Fig. 1: signal wires on met1
Supply wires on this layer in gray.
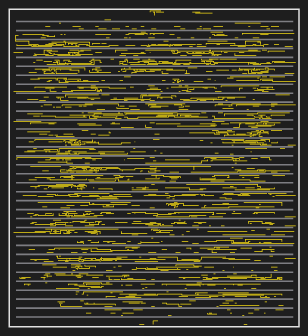
Fig. 2: clock wiring as the flow saved it
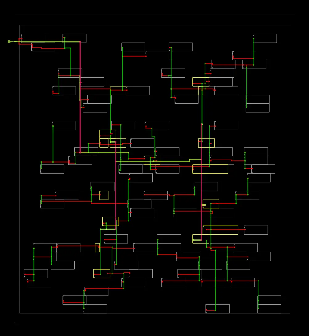
Fig. 3: signal wires on met4
Supply wires on this layer in gray.
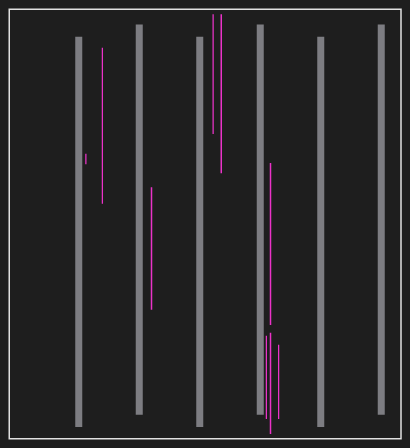
Fig. 4: layout detail
Bar = 10 um. Window x 29 to 59, y 33 to 63 um. Cells in gray, sequential cells in the stronger gray; small squares are vias.
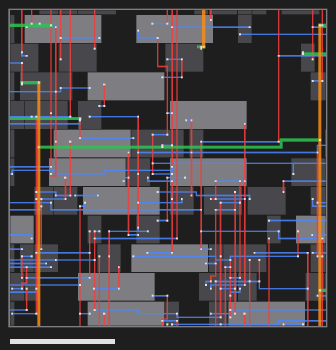
## config.mk

```make
export PLATFORM = sky130hd
export DESIGN_NAME = vram_arbiter
export DESIGN_NICKNAME = d
export VERILOG_FILES = /design/src/rtl/vram_arb_pkg.sv /design/src/rtl/vram_read_tag_pipe.sv /design/src/rtl/vram_arbiter.sv
export SDC_FILE = /design/constraint.sdc
export NUM_CORES = 1
export LEC_CHECK = 0
export CAP_MARGIN = 10
export CORE_ASPECT_RATIO = 1.1
export CORE_MARGIN = 1.5
export CORE_UTILIZATION = 45
export CTS_CLUSTER_DIAMETER = 40
export DETAILED_ROUTE_END_ITERATION = 16
export GPL_TIMING_DRIVEN = 0
export HOLD_SLACK_MARGIN = 0.12
export PLACE_DENSITY_LB_ADDON = 0.15
export SLEW_MARGIN = 40
export SYNTH_ARGS = -nofsm -noshare
export SYNTH_HDL_FRONTEND = slang
export SYNTH_SLANG_ARGS = --single-unit
```

## constraint.sdc

```tcl
create_clock -name clk -period 7.6 [get_ports clk]
set_clock_uncertainty 0.1 [all_clocks]
set_input_delay 1.9 -clock clk [delete_from_list [all_inputs] [get_ports clk]]
set_output_delay 1.9 -clock clk [all_outputs]
set_load 0.03 [all_outputs]
```

## src/rtl/vram_arb_pkg.sv

```systemverilog
// Shared types and constants for the VRAM arbiter: owner encoding, default widths,
// and the saturating increment used by the optional statistics counters.
package vram_arb_pkg;

    typedef logic [1:0] owner_t;

    localparam owner_t OWNER_NONE = 2'd0;
    localparam owner_t OWNER_REN  = 2'd1;
    localparam owner_t OWNER_MPU  = 2'd2;

    localparam int DEF_ADDR_WIDTH = 16;
    localparam int DEF_DATA_WIDTH = 16;
    localparam int STATS_WIDTH    = 16;

    function automatic logic [STATS_WIDTH-1:0] sat_inc(input logic [STATS_WIDTH-1:0] val);
        return (val == {STATS_WIDTH{1'b1}}) ? val : val + {{(STATS_WIDTH-1){1'b0}}, 1'b1};
    endfunction

endpackage

```

## src/rtl/vram_read_tag_pipe.sv

```systemverilog
// Carries {valid, owner} for each read from its grant to the cycle its data returns.
module vram_read_tag_pipe
    import vram_arb_pkg::*;
#(
    parameter int READ_LATENCY = 1
) (
    input  logic   clk,
    input  logic   reset,
    input  logic   in_valid,
    input  owner_t in_owner,
    output logic   out_valid,
    output owner_t out_owner
);

    localparam int DEPTH = READ_LATENCY + 1;

    logic [DEPTH-1:0] valid_r;
    owner_t           owner_r [DEPTH];

    // Shift the tag one stage per cycle; reset drops every tag in flight.
    always_ff @(posedge clk) begin
        if (reset) begin
            valid_r <= '0;
            for (int i = 0; i < DEPTH; i++) begin
                owner_r[i] <= OWNER_NONE;
            end
        end else begin
            valid_r    <= {valid_r[DEPTH-2:0], in_valid};
            owner_r[0] <= in_valid ? in_owner : OWNER_NONE;
            for (int i = 1; i < DEPTH; i++) begin
                owner_r[i] <= owner_r[i-1];
            end
        end
    end

    assign out_valid = valid_r[DEPTH-1];
    assign out_owner = owner_r[DEPTH-1];

endmodule

```

## src/rtl/vram_arbiter.sv

```systemverilog
// Per-cycle arbiter sharing the VRAM port between renderer and MPU, with tagged read return.
// Optional statistics counters are built when VRAM_ARB_STATS_EN is defined.
module vram_arbiter
    import vram_arb_pkg::*;
#(
    parameter int ADDR_WIDTH   = DEF_ADDR_WIDTH,
    parameter int DATA_WIDTH   = DEF_DATA_WIDTH,
    parameter int READ_LATENCY = 1,
    parameter int MPU_MAX_WAIT = 8
) (
    input  logic                  clk,
    input  logic                  reset,
    input  logic                  ren_req,
    input  logic                  ren_wr,
    input  logic [1:0]            ren_be,
    input  logic [ADDR_WIDTH-1:0] ren_addr,
    input  logic [DATA_WIDTH-1:0] ren_wdata,
    output logic                  ren_ack,
    output logic                  ren_rvalid,
    output logic [DATA_WIDTH-1:0] ren_rdata,
    input  logic                  mpu_req,
    input  logic                  mpu_wr,
    input  logic [1:0]            mpu_be,
    input  logic [ADDR_WIDTH-1:0] mpu_addr,
    input  logic [DATA_WIDTH-1:0] mpu_wdata,
    output logic                  mpu_ack,
    output logic                  mpu_rvalid,
    output logic [DATA_WIDTH-1:0] mpu_rdata,
    output logic                  vram_en,
    output logic                  vram_rd,
    output logic                  vram_wr,
    output logic [1:0]            vram_be,
    output logic [ADDR_WIDTH-1:0] vram_addr,
    output logic [DATA_WIDTH-1:0] vram_data_out,
    input  logic [DATA_WIDTH-1:0] vram_data_in
`ifdef VRAM_ARB_STATS_EN
    ,
    input  logic                   stats_clr,
    output logic [STATS_WIDTH-1:0] mpu_stall_cycles,
    output logic [STATS_WIDTH-1:0] ren_grants
`endif
);

    localparam logic [7:0] MAX_WAIT = 8'(MPU_MAX_WAIT);

    logic [7:0]            wait_cnt;
    logic                  ren_grant;
    logic                  mpu_grant;
    logic                  any_grant;
    logic                  sel_wr;
    logic [1:0]            sel_be;
    logic [ADDR_WIDTH-1:0] sel_addr;
    logic [DATA_WIDTH-1:0] sel_wdata;
    logic                  tag_valid;
    owner_t                tag_owner;
    logic [DATA_WIDTH-1:0] ren_rdata_r;
    logic [DATA_WIDTH-1:0] mpu_rdata_r;

    // Grant decision: a starved MPU overrides the renderer's default priority.
    always_comb begin
        ren_grant = 1'b0;
        mpu_grant = 1'b0;
        if (reset) begin
            ren_grant = 1'b0;
        end else if (mpu_req && (wait_cnt == MAX_WAIT)) begin
            mpu_grant = 1'b1;
        end else if (ren_req) begin
            ren_grant = 1'b1;
        end else if (mpu_req) begin
            mpu_grant = 1'b1;
        end else begin
            mpu_grant = 1'b0;
        end
    end

    // Command fields of the winning requester.
    always_comb begin
        sel_wr    = mpu_wr;
        sel_be    = mpu_be;
        sel_addr  = mpu_addr;
        sel_wdata = mpu_wdata;
        if (ren_grant) begin
            sel_wr    = ren_wr;
            sel_be    = ren_be;
            sel_addr  = ren_addr;
            sel_wdata = ren_wdata;
        end else begin
            sel_wr    = mpu_wr;
        end
    end

    assign any_grant = ren_grant | mpu_grant;
    assign ren_ack   = ren_grant;
    assign mpu_ack   = mpu_grant;

    // Register the granted command onto the VRAM bus and track MPU starvation.
    always_ff @(posedge clk) begin
        if (reset) begin
            vram_en       <= 1'b0;
            vram_rd       <= 1'b0;
            vram_wr       <= 1'b0;
            vram_be       <= 2'b00;
            vram_addr     <= '0;
            vram_data_out <= '0;
            wait_cnt      <= 8'd0;
        end else begin
            vram_en <= any_grant;
            vram_rd <= any_grant & ~sel_wr;
            vram_wr <= any_grant & sel_wr;
            if (any_grant) begin
                vram_be   <= sel_be;
                vram_addr <= sel_addr;
                if (sel_wr) begin
                    vram_data_out <= sel_wdata;
                end
            end
            if (mpu_req && !mpu_grant) begin
                wait_cnt <= (wait_cnt >= MAX_WAIT) ? MAX_WAIT : wait_cnt + 8'd1;
            end else begin
                wait_cnt <= 8'd0;
            end
        end
    end

    vram_read_tag_pipe #(
        .READ_LATENCY (READ_LATENCY)
    ) u_tag_pipe (
        .clk       (clk),
        .reset     (reset),
        .in_valid  (any_grant & ~sel_wr),
        .in_owner  (ren_grant ? OWNER_REN : OWNER_MPU),
        .out_valid (tag_valid),
        .out_owner (tag_owner)
    );

    // rvalid coincides with vram_data_in; rdata passes it through, then holds it.
    assign ren_rvalid = ~reset & tag_valid & (tag_owner == OWNER_REN);
    assign mpu_rvalid = ~reset & tag_valid & (tag_owner == OWNER_MPU);
    assign ren_rdata  = ren_rvalid ? vram_data_in : ren_rdata_r;
    assign mpu_rdata  = mpu_rvalid ? vram_data_in : mpu_rdata_r;

    // Capture returned read data for the owning requester.
    always_ff @(posedge clk) begin
        if (reset) begin
            ren_rdata_r <= '0;
            mpu_rdata_r <= '0;
        end else begin
            if (ren_rvalid) begin
                ren_rdata_r <= vram_data_in;
            end
            if (mpu_rvalid) begin
                mpu_rdata_r <= vram_data_in;
            end
        end
    end

`ifdef VRAM_ARB_STATS_EN
    // Saturating usage counters; a clear wins over a same-cycle increment.
    always_ff @(posedge clk) begin
        if (reset || stats_clr) begin
            mpu_stall_cycles <= '0;
            ren_grants       <= '0;
        end else begin
            if (mpu_req && !mpu_grant) begin
                mpu_stall_cycles <= sat_inc(mpu_stall_cycles);
            end
            if (ren_grant) begin
                ren_grants <= sat_inc(ren_grants);
            end
        end
    end
`endif

endmodule

```

==> results.yml <==
# generated from flow reports
status:
  status: "finished clean"
flow_run:
  max_cap_violations: 0
  warning_count: 27
floorplanning:
  die_w_um: 87.5
  initial_core_util_pct: 46.8
  ioPinCount: 163
  die-area_mm2: 0.00840
  num_rows: 33
  core_mm2: 0.00756
  die_h_um: 96.0
clock_tree:
  cts_tree: "done"
  htreeDepth: 3
  clock_sinks: 82
  clkTransAtPathRegs_ps: 80
  cts_root_buffer: "clkbuf_8"
  cts_setup_buffers: 0
  cts_hold_buf: 0
  clk_path_buf_depth: 2
  cts_resized: 0
global_routing:
  grt_start_max_net_pins: 14
  gr-usage-all-layers_pct: 22.1
  grt_pass1_vias: 3119
  grt_pass1_wl_um: 14400
  grt.overflow.total: 0
  antenna_found_initial: 0
layout:
  comb_area_mm2: 0.00175
  area_delta_synth_final_pct: 55.8
  instances_no_fill: 635
  regArea_mm2: 0.00164
  fin_util_pct: 72.9
  antenna_cells: 0
  fillCellCount: 583
  layout.nets: 617
  drive_above_1_share_pct: 13.6
critical_path:
  arrival_ps: 3970
  cp.required_ps: 5600
  worstSetupStartpointType: "primary input"
  r2r_cells: 7
  path_class: "primary input to primary output"
  setup.worst_path.end_class: "primary output"
  worst-path-max-fanout: 10
yosys:
  synth-seq-cells: 82
  ys_area_mm2: 0.00354
  xor_area_share_pct: 0.248
  yosysUniqueCellTypes: 34
  compound_area_share_pct: 17.5
  ys_sh_mux_pct: 14.7
  synth_cells: 350
  yosysWarnings: 0
  area_leaders: "dfxtp_1 46%, mux2_2 10%, nor2b_1 6.4%"
  fa_ha_area_share_pct: 0.707
  synth.logic.top_family: "AND-OR/OR-AND gates"
  yosys.area.top_type: "dfxtp_1"
  netlist_area_mm2: 0.00354
  yosysCellCount: 350
  syn_avg_cell_area_um2: 10.1
  ys_seq_share_pct: 46.4
  netlist.area_leader.share_pct: 46.4
  ys_sh_simple_pct: 15.9
power_and_ir_drop:
  peakVddDrop_mv: 0.102
  p_leak_nw: 2.10
  power.density_mw_per_mm2: 179
final_timing:
  tns_ps: 0
  finalHoldViolations: 0
  timing.fmax_ghz: 0.168
  setup_slack_ps: 1630
  finalCriticalPeriod_ps: 5970
  rsz0062_at_grt: "no"
  worst_pin_slew_ps: 736
  max-slew-margin-rel_pct: 50.7
  finalSetupViolCount: 0
  fin_crit_sh_pct: 78.5
  drv_slew: 0
route:
  drc: 0
  firstDrtPassIters: 4
  wl_per_cell_um: 14.7
  drt_iter0_drc: 84
  vias_per_cell: 5.09
  ant_nets: 0
place:
  place_congestion: 0.743
  io_buffers: 161
  dp.cells: 619
  dp_slack_ps: 1640
  hpwl_um: 6950
worst_hold_path:
  hold_path_depth: 1
  hold_class: "register to register"
Notes on Fig. 1 above:
longest straight run = 29.9 um
main direction = horizontal
nets with wire on the layer = 523
wire length on this layer = 3760 um
share of all routed wire = 40%
met1 usage: 24.9%
Post-Route WL: 9350 um
Vias: 3234

Notes on Fig. 2 above:
sequential cells: 82
Clk. pwr: 347 uW
CTS buffer count: 9
clk ins delay skew pair: 340 ps
Layout clock buffers: 12

Notes on Fig. 3 above:
nets with wire on the layer = 8
main direction = vertical
longest straight run = 36.0 um

Notes on Fig. 4 above:
orange -> M4
red -> M2
green -> M3
blue -> M1
netlist names of flops here include = u_tag_pipe.owner_r (4), ren_rdata_r (2), u_tag_pipe.valid_r (2)
cells with their middle in the window = 44
most frequent = dfxtp_1 (12), clkbuf_1 (7), nor2b_1 (6)
sequential cells in the window = 12

-- routing by layer --
layer	vias to the layer above	part of all wire (%)	global-route usage [%]	wire length [um]
met5	-	0	0	0
met3	21	6.7	5.32	628
met4	0	2.3	10.1	218
li1	1588	-	-	-
met2	114	51	39.1	4740
met1	1511	40	24.9	3760
-- synth_stat cells --
cell type	count
a21oi_1	2
a221oi_1	5
a221oi_2	11
a311oi_1	18
and2_1	1
and3_1	1
and3b_1	1
and4b_1	1
buf_2	4
buf_4	3
buf_6	3
clkbuf_1	18
conb_1	1
dfxtp_1	82
ha_1	2
inv_1	3
mux2_2	32
mux2i_1	16
nand2_1	38
nand4b_1	1
nor2_1	24
nor2b_1	36
nor3_1	1
nor4_1	2
nor4bb_1	3
o21a_1	1
o21ai_0	32
o21ai_1	2
o21ai_4	1
o2bb2ai_4	1
o31ai_4	1
or2_2	1
or4_4	1
xnor2_1	1
-- final timing paths --
check,from,to,slack [ps]
min,u_tag_pipe.owner_r[0][1],u_tag_pipe.owner_r[0][3],350
min reg2reg,u_tag_pipe.owner_r[0][1],u_tag_pipe.owner_r[0][3],350
max reg2reg,wait_cnt[0],vram_data_out[14],5390
max,reset,ren_rdata[13],1630
-- layout make-up --
cell class	instances	area share (%)
clock inverters	4	1.36
plain buffers	28	2.61
flip-flops and latches	82	29.8
clock buffers	12	2.63
repair buffers	161	29.2
well taps	105	2.38
multi-input cells	240	31.8
inverters	3	0.204
-- report_power, final --
| group | internal, mW | total (mW) | switching, mW |
|---|---|---|---|
| clock | 0.194 | 0.347 | 0.152 |
| sequential | 0.447 | 0.457 | 0.00964 |
| combinational | 0.0937 | 0.186 | 0.0923 |
-- worst max-delay path, cell delays in order --
cell	delay, ps
clkbuf_1	180
nor4bb_1	340
buf_2	270
buf_2	280
mux2_2	380
clkdlybuf4s50_1	610
-- cell usage in the layout (no fill, tap or decap), types with 4 or more instances in the layout --
cell | netlist | final
clkdlybuf4s50_1 | 0 | 161
clkbuf_1 | 18 | 20
mux2_2 | 32 | 32
buf_2 | 4 | 4
conb_1 | 1 | 4
o21ai_0 | 32 | 32
clkbuf_8 | 0 | 10
mux2i_1 | 16 | 16
a221oi_1 | 5 | 5
nor2b_1 | 36 | 36
a311oi_1 | 18 | 18
dfxtp_1 | 82 | 82
nor2_1 | 24 | 24
nand2_1 | 38 | 38
a221oi_2 | 11 | 11
-- metrics by stage --
step                      total power, mW  hold slack [ps]  area [um2]
after detailed placement            0.653              338        5290
final                               0.989              351        5510
after floorplan                     0.557              314        3550
after global placement              0.649              319        5290
after CTS                           0.998              344        5510
after global routing                 1.03              360        5510
-- state kept, by name, indices dropped and copies added (netlist names) --
| name | flops |
|---|---|
| u_tag_pipe.owner_r | 4 |
| u_tag_pipe.valid_r | 2 |
| vram_addr | 16 |
| ren_rdata_r | 16 |
| wait_cnt | 8 |
| vram_en | 1 |
| mpu_rdata_r | 16 |
| vram_wr | 1 |
| vram_be | 2 |
| vram_data_out | 16 |
Power figures rest on the tool's default switching activity, not on a simulated workload.
